**Run 1: clock network drawn from the DEF**

Scale bar: 20 um.
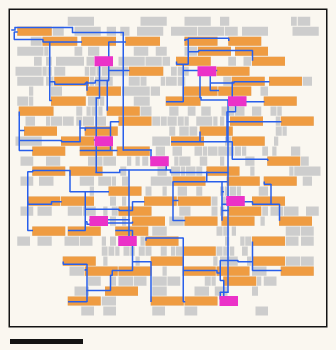
**Run 1: layout detail**

Window x 50 to 80, y 7 to 37 um. Cells in grey, sequential cells in the stronger grey; small squares are vias.
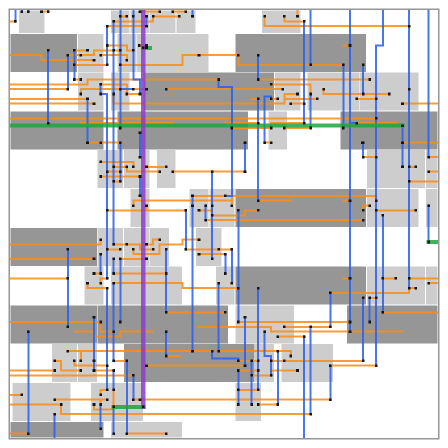
**Run 1: cells by drive strength**

Scale bar: 20 um.
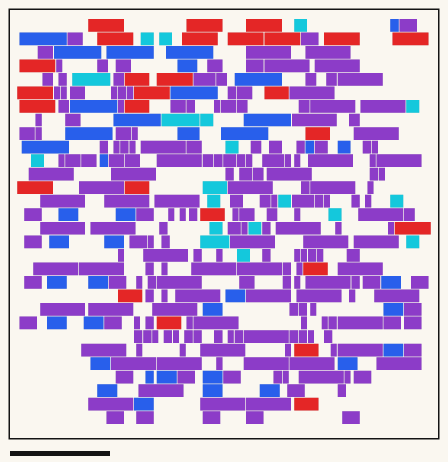
**Run 1: sequential cells coloured by netlist name**

Scale bar: 20 um. Other sequential cells in the stronger grey, the rest of the logic in the fainter grey.
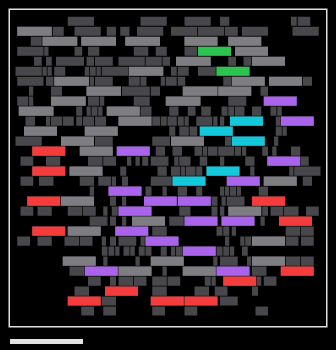
**src/rtl/adc_emu_pkg.sv**
```systemverilog
// Shared definitions for the serial-ADC emulator: default frame geometry
// and the frame FSM state type.
package adc_emu_pkg;

  localparam int unsigned ADC_DATA_W     = 12;
  localparam int unsigned ADC_LEAD_ZEROS = 4;
  localparam int unsigned ADC_FRAME_W    = ADC_DATA_W + ADC_LEAD_ZEROS;

  typedef enum logic [1:0] {
    IDLE  = 2'd0,
    SHIFT = 2'd1,
    TRAIL = 2'd2
  } adc_emu_state_t;

endpackage

```
**src/rtl/adc_spi_emulator_sync_edge.sv**
```systemverilog
// sync_edge: STAGES-deep synchronizer for an asynchronous level, with
// registered one-cycle rise/fall pulses aligned to the last sync stage.
module sync_edge #(
  parameter int unsigned STAGES  = 2,
  parameter logic        RST_VAL = 1'b0
) (
  input  logic clk,
  input  logic rst_n,
  input  logic i_d,
  output logic o_rise,
  output logic o_fall
);

  logic [STAGES-1:0] r_sync;
  logic [STAGES:0]   w_chain;
  logic              w_next;
  logic              w_last;
  logic              r_rise;
  logic              r_fall;

  // w_next is the value the last stage takes on this edge, so the pulse is
  // registered together with it and adds no cycle of latency.
  always_comb begin
    w_chain = {r_sync, i_d};
    w_next  = w_chain[STAGES-1];
    w_last  = w_chain[STAGES];
  end

  // Synchronizer chain and edge pulses.
  always_ff @(posedge clk or negedge rst_n) begin
    if (!rst_n) begin
      r_sync <= {STAGES{RST_VAL}};
      r_rise <= 1'b0;
      r_fall <= 1'b0;
    end else begin
      r_sync <= w_chain[STAGES-1:0];
      r_rise <= w_next & ~w_last;
      r_fall <= ~w_next & w_last;
    end
  end

  assign o_rise = r_rise;
  assign o_fall = r_fall;

endmodule

```
**src/rtl/adc_spi_emulator.sv**
```systemverilog
// adc_spi_emulator: transmitting end of the CS/SCLK/SDO ADC link. Samples
// cs_n_in and spi_clk_in on clk and shifts {LEAD_ZEROS zeros, sample} out
// MSB first, changing sdo after each spi_clk falling edge.
// Build option: define ADC_EMU_RAMP_EN to use an internal ramp as the
// fallback sample when the holding register is empty (otherwise the last
// transmitted sample is repeated).
module adc_spi_emulator
  import adc_emu_pkg::*;
#(
  parameter int unsigned DATA_W      = ADC_DATA_W,
  parameter int unsigned LEAD_ZEROS  = ADC_LEAD_ZEROS,
  parameter int unsigned SYNC_STAGES = 2
) (
  input  logic              clk,
  input  logic              rst_n,
  input  logic              spi_clk_in,
  input  logic              cs_n_in,
  output logic              sdo,
  input  logic [DATA_W-1:0] s_data,
  input  logic              s_valid,
  output logic              s_ready,
  output logic              frame_done,
  output logic              frame_abort,
  output logic [15:0]       frame_count
);

  localparam int unsigned FRAME_W = LEAD_ZEROS + DATA_W;
  localparam int unsigned CNT_W   = $clog2(FRAME_W + 1);

  logic w_cs_rise;
  logic w_cs_fall;
  logic w_sclk_rise;
  logic w_sclk_fall;

  adc_emu_state_t      r_state;
  logic [FRAME_W-1:0]  r_shreg;
  logic [CNT_W-1:0]    r_bitcnt;
  logic                r_frame_done;
  logic                r_frame_abort;
  logic [15:0]         r_frame_count;
  logic [DATA_W-1:0]   r_hold;
  logic                r_hold_full;
  logic [DATA_W-1:0]   w_sample;
  logic [DATA_W-1:0]   w_fallback;
  logic                w_xfer;
  logic                w_start;

  // cs_n sync resets low so a reset released mid-frame (cs_n still low)
  // does not see a fresh fall and restart the frame.
  sync_edge #(
    .STAGES  (SYNC_STAGES),
    .RST_VAL (1'b0)
  ) u_cs_sync (
    .clk    (clk),
    .rst_n  (rst_n),
    .i_d    (cs_n_in),
    .o_rise (w_cs_rise),
    .o_fall (w_cs_fall)
  );

  sync_edge #(
    .STAGES  (SYNC_STAGES),
    .RST_VAL (1'b0)
  ) u_sclk_sync (
    .clk    (clk),
    .rst_n  (rst_n),
    .i_d    (spi_clk_in),
    .o_rise (w_sclk_rise),
    .o_fall (w_sclk_fall)
  );

  // Handshake and frame-start decode; the start uses the pre-transfer hold state.
  always_comb begin
    w_xfer   = s_valid & ~r_hold_full;
    w_start  = (r_state == IDLE) & w_cs_fall;
    w_sample = r_hold_full ? r_hold : w_fallback;
  end

  // Holding register: filled by the handshake, emptied by a frame start.
  always_ff @(posedge clk or negedge rst_n) begin
    if (!rst_n) begin
      r_hold      <= '0;
      r_hold_full <= 1'b0;
    end else begin
      if (w_xfer) begin
        r_hold <= s_data;
      end
      r_hold_full <= (r_hold_full & ~w_start) | w_xfer;
    end
  end

`ifdef ADC_EMU_RAMP_EN
  logic [DATA_W-1:0] r_ramp;

  // Ramp advances only when a frame actually consumed it.
  always_ff @(posedge clk or negedge rst_n) begin
    if (!rst_n) begin
      r_ramp <= '0;
    end else if (w_start && !r_hold_full) begin
      r_ramp <= r_ramp + 1'b1;
    end
  end

  assign w_fallback = r_ramp;
`else
  logic [DATA_W-1:0] r_last_sample;

  // Remember every sample loaded so an empty holding register repeats it.
  always_ff @(posedge clk or negedge rst_n) begin
    if (!rst_n) begin
      r_last_sample <= '0;
    end else if (w_start) begin
      r_last_sample <= w_sample;
    end
  end

  assign w_fallback = r_last_sample;
`endif

  // Frame FSM: cs_n rise takes priority over an spi_clk fall in SHIFT.
  always_ff @(posedge clk or negedge rst_n) begin
    if (!rst_n) begin
      r_state       <= IDLE;
      r_shreg       <= '0;
      r_bitcnt      <= '0;
      r_frame_done  <= 1'b0;
      r_frame_abort <= 1'b0;
      r_frame_count <= '0;
    end else begin
      r_frame_done  <= 1'b0;
      r_frame_abort <= 1'b0;
      case (r_state)
        IDLE: begin
          if (w_cs_fall) begin
            r_shreg  <= FRAME_W'(w_sample);
            r_bitcnt <= '0;
            r_state  <= SHIFT;
          end
        end
        SHIFT: begin
          if (w_cs_rise) begin
            r_frame_abort <= 1'b1;
            r_state       <= IDLE;
          end else if (w_sclk_fall) begin
            r_shreg  <= r_shreg << 1;
            r_bitcnt <= r_bitcnt + 1'b1;
            if (r_bitcnt == CNT_W'(FRAME_W - 1)) begin
              r_state <= TRAIL;
            end
          end
        end
        TRAIL: begin
          if (w_cs_rise) begin
            r_frame_done  <= 1'b1;
            r_frame_count <= r_frame_count + 1'b1;
            r_state       <= IDLE;
          end
        end
        default: r_state <= IDLE;
      endcase
    end
  end

  // Serial output is only driven while shifting.
  always_comb begin
    sdo = (r_state == SHIFT) ? r_shreg[FRAME_W-1] : 1'b0;
  end

  // spi_clk rising edges are not needed: the reader samples on them.
  logic w_unused;
  assign w_unused = w_sclk_rise;

  assign s_ready     = ~r_hold_full;
  assign frame_done  = r_frame_done;
  assign frame_abort = r_frame_abort;
  assign frame_count = r_frame_count;

endmodule

```
**config.mk**
```make
export PLATFORM = sky130hd
export DESIGN_NAME = adc_spi_emulator
export DESIGN_NICKNAME = d
export VERILOG_FILES = /design/src/rtl/adc_emu_pkg.sv /design/src/rtl/adc_spi_emulator_sync_edge.sv /design/src/rtl/adc_spi_emulator.sv
export SDC_FILE = /design/constraint.sdc
export NUM_CORES = 1
export LEC_CHECK = 0
export CAP_MARGIN = 20
export CELL_PAD_IN_SITES_DETAIL_PLACEMENT = 0
export CELL_PAD_IN_SITES_GLOBAL_PLACEMENT = 1
export CORE_UTILIZATION = 44
export DETAILED_ROUTE_END_ITERATION = 10
export PLACE_DENSITY = 0.76
export SKIP_LAST_GASP = 1
export SYNTH_ARGS = -nofsm -noshare
export SYNTH_HDL_FRONTEND = slang
export SYNTH_SLANG_ARGS = --single-unit
```
**constraint.sdc**
```tcl
create_clock -name clk -period 1.7 [get_ports clk]
set_input_delay 0.17 -clock clk [delete_from_list [all_inputs] [get_ports clk]]
set_output_delay 0.17 -clock clk [all_outputs]
set_load 0.1 [all_outputs]
```
==> results.yml, run 1 <==
# yosys + openroad results
status:
  status: "finished clean"
final_layout:
  area_delta_synth_final_pct: 27.5
  antenna_cells: 0
  postLayoutCoreUtil_pct: 58.3
  fill_cells: 552
  buf_share_pct: 15.1
  ff_latch_area_sq_um: 1840
  nets: 335
  largest_class: "sequential cells"
  seq_area_share_pct: 46.5
  seq_cells: 73
  comb-cell-share_pct: 30.3
  n_all_buffers: 48
final_timing:
  finalWorstPathRequiredPeriod_ns: 1.62
  slew_headroom_pct: 74.5
  fmax_mhz: 619
  setup_viol: 0
  drv_slew: 0
  timing.setup.tns_ns: 0
  hold_viol: 0
  fin_crit_sh_pct: 95.0
detailed_routing:
  routed_via_density: 4.83
  vias: 2008
  drt_pass1_iterations: 4
  dr.max_layer_used: "met4"
  routed_wl_mm: 5.33
  drtIter0Drc: 115
  met2WireLength_mm: 2.24
  wl_met3_um: 189
  wl_per_cell_um: 12.8
logic_synthesis:
  top_cell: "dfrtp_1"
  ys.flops: 73
  top_area_share_pct: 58.8
  edf_count: 0
  syn_inst: 269
  ys_top_cells_by_count: "dfrtp_1, nand2_1, mux2_2"
  ff_type: "dfrtp_1"
  synthDistinctLibCells: 35
run:
  cap_viol_max_count: 0
  tool_warnings: 27
worst_setup_path:
  cp_cell_sequence: "nor2b_4, and2_2, buf_12"
  cp.required_ns: 1.53
  critPathCaptureType: "output port"
  cp_max_fo: 7
  path_delay_family: "simple AND/OR/NAND/NOR gates"
  crit_type: "flip-flop to output port"
  crit_slowest_cell: "dfrtp_1"
placed_design:
  place_congestion: 0.701
  dp.cells: 399
  hpwl_mm: 3.50
  dpl-instance-area_sq_um: 3770
grt:
  overflow: 0
  met3_usage_pct: 3.46
  grt_max_degree: 74
  first_global_vias: 1951
  track_usage_pct: 16.6
clocking:
  clkLatencyLatePin_ns: 0.34
  clk_pin_slew_ns: 0.07
  cts-root-buf: "clkbuf_8"
  clkSinkCount: 73
  cts_tree: "yes"
floorplanning:
  fp_util_pct: 45.7
  fp.dieW_um: 86.0
  rows: 30
pwr:
  ir_drop_mv: 0.525
  pwr-share-seq_pct: 49.3
  comb-power_mw: 1.36
  intPower_mw: 3.50
  seq-power_mw: 2.49
  p_sw_share_pct: 30.7
  combPwrFrac_pct: 26.9
  p_sw_mw: 1.55
hold_path:
  hp-class: "primary input to flip-flop"
About 'clock network drawn from the DEF':
clock drivers: in magenta, count 9. clock wires: in blue, length 907 um. flip-flops: in orange, count 73.
There are 10 routed clock nets. Position of the flops: all over the die.

About 'layout detail':
metal 2: in blue. metal 4: in purple. metal 3: in green. metal 1: in orange.
Sequential cells in the window: 13. Netlist names of flops here include r_shreg (5), r_hold (4), r_last_sample (4). Most frequent: dfrtp_1 (13), nor2_1 (8), a21oi_1 (8). 52 logic cells have their middle in the window.

About 'cells by drive strength':
_0 and _1 cells: in purple, cells 234, most used dfrtp_1. _3 and _4 cells: in cyan, cells 19, most used buf_4. _6 and larger: in red, cells 27, most used buf_12. _2 cells: in blue, cells 40, most used mux2_2.

About 'sequential cells coloured by netlist name':
r_hold: in red, placed flops 12. r_shreg: in purple, placed flops 16. u_cs_sync.r_sync: in green, placed flops 2. r_bitcnt: in cyan, placed flops 5.

run 1: per-stage QoR:
step                power, mW  setup WS [ns]
floorplan                3.50        -0.0892
global placement         3.85          0.227
detailed placement       3.89          0.188
CTS                      5.11         0.0780
global route             5.42         0.0269
finish                   5.05         0.0849
run 1: kinds of logic (layout without fill, tap and decap cells):
| logic type | after synthesis | in the layout | share of synthesized area [%] |
|---|---|---|---|
| mux | 33 | 33 | 11.5 |
| simple gates | 84 | 84 | 14.1 |
| buf+inv | 20 | 71 | 2.98 |
| compound gates | 41 | 41 | 7.17 |
| xor+xnor | 15 | 15 | 4.23 |
| fa+ha+maj | 3 | 3 | 1.21 |
| flops | 73 | 73 | 58.8 |
run 1: placed cells by master, fill, tap and decap left out, drive strengths merged:
cell type       n
a21o            2
a21oi          18
a22o            1
and2            5
and3            2
and3b           1
buf            32
clkbuf         13
clkdlybuf4s50  15
clkinv          3
dfrtp          73
dlygate4sd3     1
ha              3
inv             7
mux2           22
mux2i          11
nand2          29
nand2b          4
nand3           4
nand3b          2
nand4           3
nor2           20
nor2b           5
nor3            6
nor4            1
o21ai          17
o21bai          1
o221ai          1
o31ai           1
or3             1
or4             1
xnor2           8
xor2            7
run 1: final timing paths:
check | slack (ns) | depth (start not counted) | end | start
worst max-delay path | 0.08 | 3 | sdo | r_state[0]
worst min-delay path | 0.26 | 1 | u_cs_sync.r_sync[0] | cs_n_in
worst max register to register | 0.15 | 4 | r_bitcnt[3] | r_state[0]
worst min register to register | 0.38 | 0 | u_sclk_sync.r_sync[1] | u_sclk_sync.r_sync[0]
max in group asynchronous | 1.01 | 3 | frame_count[6] | rst_n
min in group asynchronous | 0.38 | 3 | u_sclk_sync.r_sync[0] | rst_n
--- run 2 (diff from run 1) ---
Settings changed: SKIP_CTS_REPAIR_TIMING set to 1.
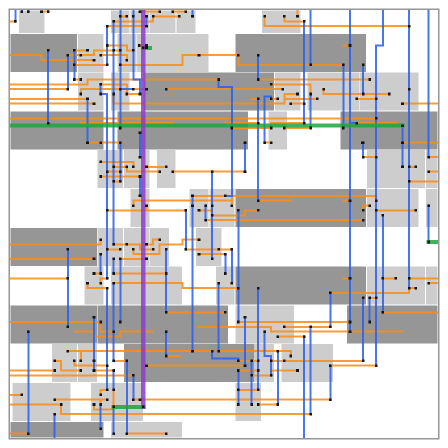
**Above:** run 2 (layout detail).
Window x 50 to 80, y 7 to 37 um. Cells in grey, sequential cells in the stronger grey; small squares are vias.
metal 1: in orange. metal 3: in green. metal 4: in purple. metal 2: in blue.
Most frequent: dfrtp_1 (13), nor2_1 (8), a21oi_1 (8). Netlist names of flops here include r_shreg (5), r_hold (4), r_last_sample (4). 52 logic cells have their middle in the window. Sequential cells in the window: 13.

==> run 2 against run 1 <==
Against the previous run: largest power group unchanged; register-to-register slack about the same; highest routed layer unchanged; sequential share of layout area unchanged; setup slack about the same; core utilization unchanged; die area unchanged; sequential power about the same.
==> results.yml, run 2 <==
# yosys + openroad results
detailed_routing:
  routed_via_density: 4.83
  ant_nets: 0
  drtIter0Drc: 115
  drt_pass1_iterations: 4
  vias: 2008
  drc_errors: 0
  routed_wl_mm: 5.33
  wl_per_cell_um: 12.8
placed_design:
  place_congestion: 0.701
  io_buffer_count: 36
  hpwl_mm: 3.50
run:
  tool_warnings: 27
  cap_viol_max_count: 0
final_layout:
  postLayoutCoreUtil_pct: 58.3
  mostFrequentLayoutCell: "dfrtp_1"
  nets: 335
  area_delta_synth_final_pct: 27.5
  final_cell_mix: "dfrtp_1, nand2_1, mux2_2, nor2_1, a21oi_1"
  antenna_cells: 0
  drive_gt1_share_pct: 26.9
logic_synthesis:
  synthDistinctLibCells: 35
  yosysCellCount: 269
  synth_seq_share_pct: 58.8
  yosys_warnings: 0
  synthArstFlopShare_pct: 100
  edf_count: 0
  avgSynthCellArea_sq_um: 11.5
  syn_inst: 269
  syn_area_sq_um: 3110
  top_area_share_pct: 58.8
  syn-num-nets: 289
  top_cell: "dfrtp_1"
  ff_type: "dfrtp_1"
  ys.flops: 73
  ys_top_cells_by_count: "dfrtp_1, nand2_1, mux2_2"
clocking:
  cts_inserted_buffers: 9
  clk_pin_slew_ns: 0.07
  cts.path.max_buffers: 2
  cts-root-buf: "clkbuf_8"
  cts_htree_levels: 3
  clkSinkCount: 73
  clkLatencyLatePin_ns: 0.34
  cts_tree: "yes"
worst_setup_path:
  cp_max_fo: 7
  r2r_end: "r_bitcnt[3]"
  critPathCaptureType: "output port"
  critical_path_arrival_ns: 1.45
  cp.required_ns: 1.53
  setup.worst_path.end: "sdo"
  crit_type: "flip-flop to output port"
  worstRegToRegCells: 4
  worst_setup_path_start_kind: "flip-flop"
  r2r_slack_ns: 0.15
  timing.critical_path.from: "r_state[0]"
  rr_startpoint: "r_state[0]"
final_timing:
  slew_headroom_pct: 74.5
  hold_viol: 0
  setup_viol: 0
  finalWorstPathRequiredPeriod_ns: 1.62
  drv_slew: 0
  fmax_mhz: 619
  worst_slew_pin_slew_ns: 0.383
  timing.setup.tns_ns: 0
  grt_setup_unrepaired: "no"
  fin_crit_sh_pct: 95.0
hold_path:
  min_from: "cs_n_in"
  hold_path_depth: 1
  holdPathEnd: "u_cs_sync.r_sync[0]"
  hp-class: "primary input to flip-flop"
grt:
  grt_max_degree: 74
  first_global_vias: 1942
  grt_pass1_wl_mm: 9.26
  track_usage_pct: 16.6
  overflow: 0
  grt_antenna_before_repair: 0
floorplanning:
  rows: 30
  fp_util_pct: 45.7
  fp.dieW_um: 86.0
  die_area_sq_um: 7400
pwr:
  power_density_nw_per_um2: 1270
  power_leakage_nw: 1.81
  finalPower_mw: 5.05
  ir_drop_mv: 0.525
status:
  status: "finished clean"
-- run 2: per-stage QoR --
stage               std cells  worst slack [ns]  hold slack (ns)  area (sq um)
floorplan                 269           -0.0892           -0.126          3130
global placement          399             0.227            0.233          3770
detailed placement        399             0.188            0.234          3770
CTS                       415           -0.0234           -0.142          3950
global route              416            0.0269            0.245          3960
finish                    416            0.0849            0.260          3960
-- run 2: cells by family after synthesis --
group | Yosys count | share of synthesized area, %
simple gates | 84 | 14.1
flops | 73 | 58.8
compound gates | 41 | 7.17
mux | 33 | 11.5
buf+inv | 20 | 2.98
xor+xnor | 15 | 4.23
fa+ha+maj | 3 | 1.21
-- run 2: area by class of cell --
class                           count  area (sq um)
Inverter                            7          26.3
Timing Repair Buffer               48           598
Fill cell                         552          2830
Clock buffer                       13           159
Multi-Input combinational cell    176          1200
Tap cell                           96           120
Sequential cell                    73          1840
Clock inverter                      3          15.0
-- run 2: power breakdown --
group	switching, mW	total [mW]	internal, mW	leakage [nW]
clock	0.599	1.20	0.603	0.0932
combinational	0.674	1.36	0.683	0.813
sequential	0.278	2.49	2.21	0.908
total	1.55	5.05	3.50	1.81
-- run 2: per-layer routing --
layer	part of all wire, %	vias to the layer above	global-route usage (%)	wire (um)
li1	-	997	-	-
met1	52	968	24.4	2780
met2	42	34	22.9	2240
met3	3.5	9	3.46	189
met4	2.2	0	9.09	115
met5	0	-	0	0
-- run 2: critical path: stages, from the launching register on --
cell     delay [ns]
dfrtp_1        0.44
nor2b_4        0.27
and2_2         0.21
buf_12         0.17
--- run 3 (diff from run 2) ---
Settings changed: GPL_ROUTABILITY_DRIVEN set to 0.
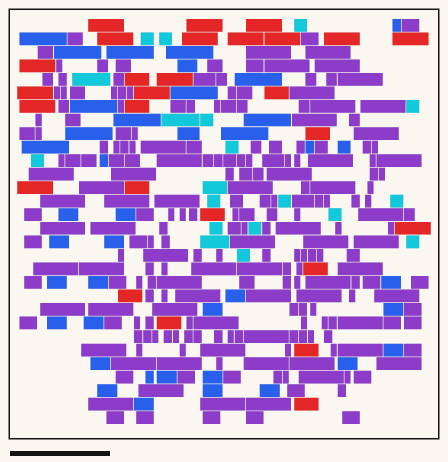
**Above:** run 3 (cells by drive strength).
Scale bar: 20 um.
_6 and larger: in red, cells 27, most used buf_12. _0 and _1 cells: in purple, cells 234, most used dfrtp_1. _3 and _4 cells: in cyan, cells 19, most used buf_4. _2 cells: in blue, cells 40, most used mux2_2.
Final WS setup: 0.0849 ns
design area: 3960 sq um
area grow syn2layout: 27.5%

==> run 3 against run 2 <==
Against the previous run: die area unchanged; first-iteration DRC count unchanged; via count unchanged; maximum frequency unchanged; critical path type unchanged; setup slack unchanged; cell count unchanged.
==> results.yml, run 3 <==
# yosys + openroad results
worst_setup_path:
  rr_startpoint: "r_state[0]"
  crit_cells: 3
  cp_cell_sequence: "nor2b_4, and2_2, buf_12"
  worst_setup_path_start_kind: "flip-flop"
  critical_path_arrival_ns: 1.45
  crit_slowest_cell: "dfrtp_1"
  r2r_end: "r_bitcnt[3]"
  cp_num_buf_inv: 1
  critPathCaptureType: "output port"
  crit_type: "flip-flop to output port"
  cpPeakStageDelay_ns: 0.44
  cp.required_ns: 1.53
  r2r_slack_ns: 0.15
  worstRegToRegCells: 4
  cp_max_fo: 7
  path_delay_family: "simple AND/OR/NAND/NOR gates"
final_layout:
  antenna_cells: 0
  logic_area_sq_um: 1200
  drive_gt1_share_pct: 26.9
  final_cell_mix: "dfrtp_1, nand2_1, mux2_2, nor2_1, a21oi_1"
  fill_cells: 552
  ff_latch_area_sq_um: 1840
  mostFrequentLayoutCell: "dfrtp_1"
  nets: 335
floorplanning:
  core_area_sq_um: 6790
  fp_util_pct: 45.7
  die_h_um: 86.0
  die_area_sq_um: 7400
  io_pins: 37
  rows: 30
  fp.dieW_um: 86.0
run:
  tool_warnings: 27
  cap_viol_max_count: 0
logic_synthesis:
  syn_area_sq_um: 3110
  ys.flops: 73
  synth_seq_share_pct: 58.8
  compound_area_share_pct: 7.17
  edf_count: 0
  yosys_warnings: 0
  fa_ha_area_share_pct: 1.21
  syn-num-nets: 289
  yosys-top-cells-area: "dfrtp_1, mux2_2, mux2i_1"
  yosys_area_sq_um: 3110
  syn_inst: 269
  synth.logic.top_family: "simple AND/OR/NAND/NOR gates"
  yosys.area_share.simple_pct: 14.1
  top_cell: "dfrtp_1"
  ys_sh_mux_pct: 11.5
  ff_type: "dfrtp_1"
  largest_area_cell: "dfrtp_1"
  synthDistinctLibCells: 35
  ys_top_cells_by_count: "dfrtp_1, nand2_1, mux2_2"
  top_area_share_pct: 58.8
  xor_share_pct: 4.23
  yosysCellCount: 269
  synthArstFlopShare_pct: 100
  avgSynthCellArea_sq_um: 11.5
hold_path:
  min_from: "cs_n_in"
  hp-class: "primary input to flip-flop"
  hold_path_depth: 1
  holdPathEnd: "u_cs_sync.r_sync[0]"
detailed_routing:
  ant_nets: 0
  vias: 2008
  wl_per_cell_um: 12.8
  drt_pass1_iterations: 4
  routed_wl_mm: 5.33
  drtIter0Drc: 115
  drc_errors: 0
  routed_via_density: 4.83
status:
  status: "finished clean"
pwr:
  p_sw_mw: 1.55
  finalPower_mw: 5.05
  pwr-share-clk_pct: 23.8
  combPwrFrac_pct: 26.9
  power_density_nw_per_um2: 1270
  pwr-share-seq_pct: 49.3
  ir_drop_mv: 0.525
  p_sw_share_pct: 30.7
  intPower_mw: 3.50
  power_leakage_nw: 1.81
  seq-power_mw: 2.49
  maxPowerGroup: "sequential cells"
  power_clock_mw: 1.20
  comb-power_mw: 1.36
clocking:
  cts.path.max_buffers: 2
  clkLatencyLatePin_ns: 0.34
  clk_pin_slew_ns: 0.07
  cts_tree: "yes"
  cts-root-buf: "clkbuf_8"
  cts_inserted_buffers: 9
  clkSinkCount: 73
  cts_htree_levels: 3
grt:
  first_global_vias: 1942
  track_usage_pct: 16.6
  grt_antenna_before_repair: 0
  overflow: 0
  grt_pass1_wl_mm: 9.26
  grt_max_degree: 74
placed_design:
  dpl-instance-area_sq_um: 3770
  hpwl_mm: 3.50
  io_buffer_count: 36
final_timing:
  fmax_mhz: 619
  grt_setup_unrepaired: "no"
  setup_viol: 0
  hold_viol: 0
  fin_crit_sh_pct: 95.0
  drv_slew: 0
  finalWorstPathRequiredPeriod_ns: 1.62
  slew_headroom_pct: 74.5
  finClkSkew_ns: 0.00837
  worst_slew_pin_slew_ns: 0.383
[run 3: cell counts in the layout (fill, tap and decap cells not counted)]
Identical to the previous run, type by type.
[run 3: final cells by class]
| cell class | instances | share of cell area (%) |
|---|---|---|
| flip-flops and latches | 73 | 46.5 |
| repair buffers | 48 | 15.1 |
| clock inverters | 3 | 0.379 |
| well taps | 96 | 3.03 |
| inverters | 7 | 0.663 |
| clock buffers | 13 | 4.01 |
| multi-input cells | 176 | 30.3 |
[run 3: routing by layer]
metal | up-vias | GRT usage [%] | wire [um]
met3 | 9 | 3.46 | 189
met2 | 34 | 22.9 | 2240
li1 | 997 | - | -
met4 | 0 | 9.09 | 115
met1 | 968 | 24.4 | 2780
met5 | - | 0 | 0
[run 3: stage by stage]
stage	setup WS (ns)	util (%)	hold slack (ns)	setup TNS, ns	std cells
global route	0.0269	58.3	0.245	0	416
global placement	0.227	55.5	0.233	0	399
finish	0.0849	58.3	0.260	0	416
CTS	-0.0234	58.1	-0.142	-0.0234	415
detailed placement	0.188	55.5	0.234	0	399
floorplan	-0.0892	-	-0.126	-0.714	269
[run 3: worst max-delay path by stage]
stage                                   to         from  slack [ns]
final                                  sdo   r_state[0]        0.08
after floorplan           r_last_sample[0]  r_hold_full       -0.09
after detailed placement       r_bitcnt[3]   r_state[0]        0.19
after global placement          r_hold[10]      s_valid        0.23
after CTS                              sdo   r_state[0]       -0.02
after global routing                   sdo   r_state[0]        0.03
[run 3: worst register-to-register path, stage by stage, from the launching register on]
cell and delay [ns]:
dfrtp_1 0.44, nand2b_1 0.27, a21o_1 0.24, or4_1 0.47, nand2_1 0.07
Power figures rest on the tool's default switching activity, not on a simulated workload.
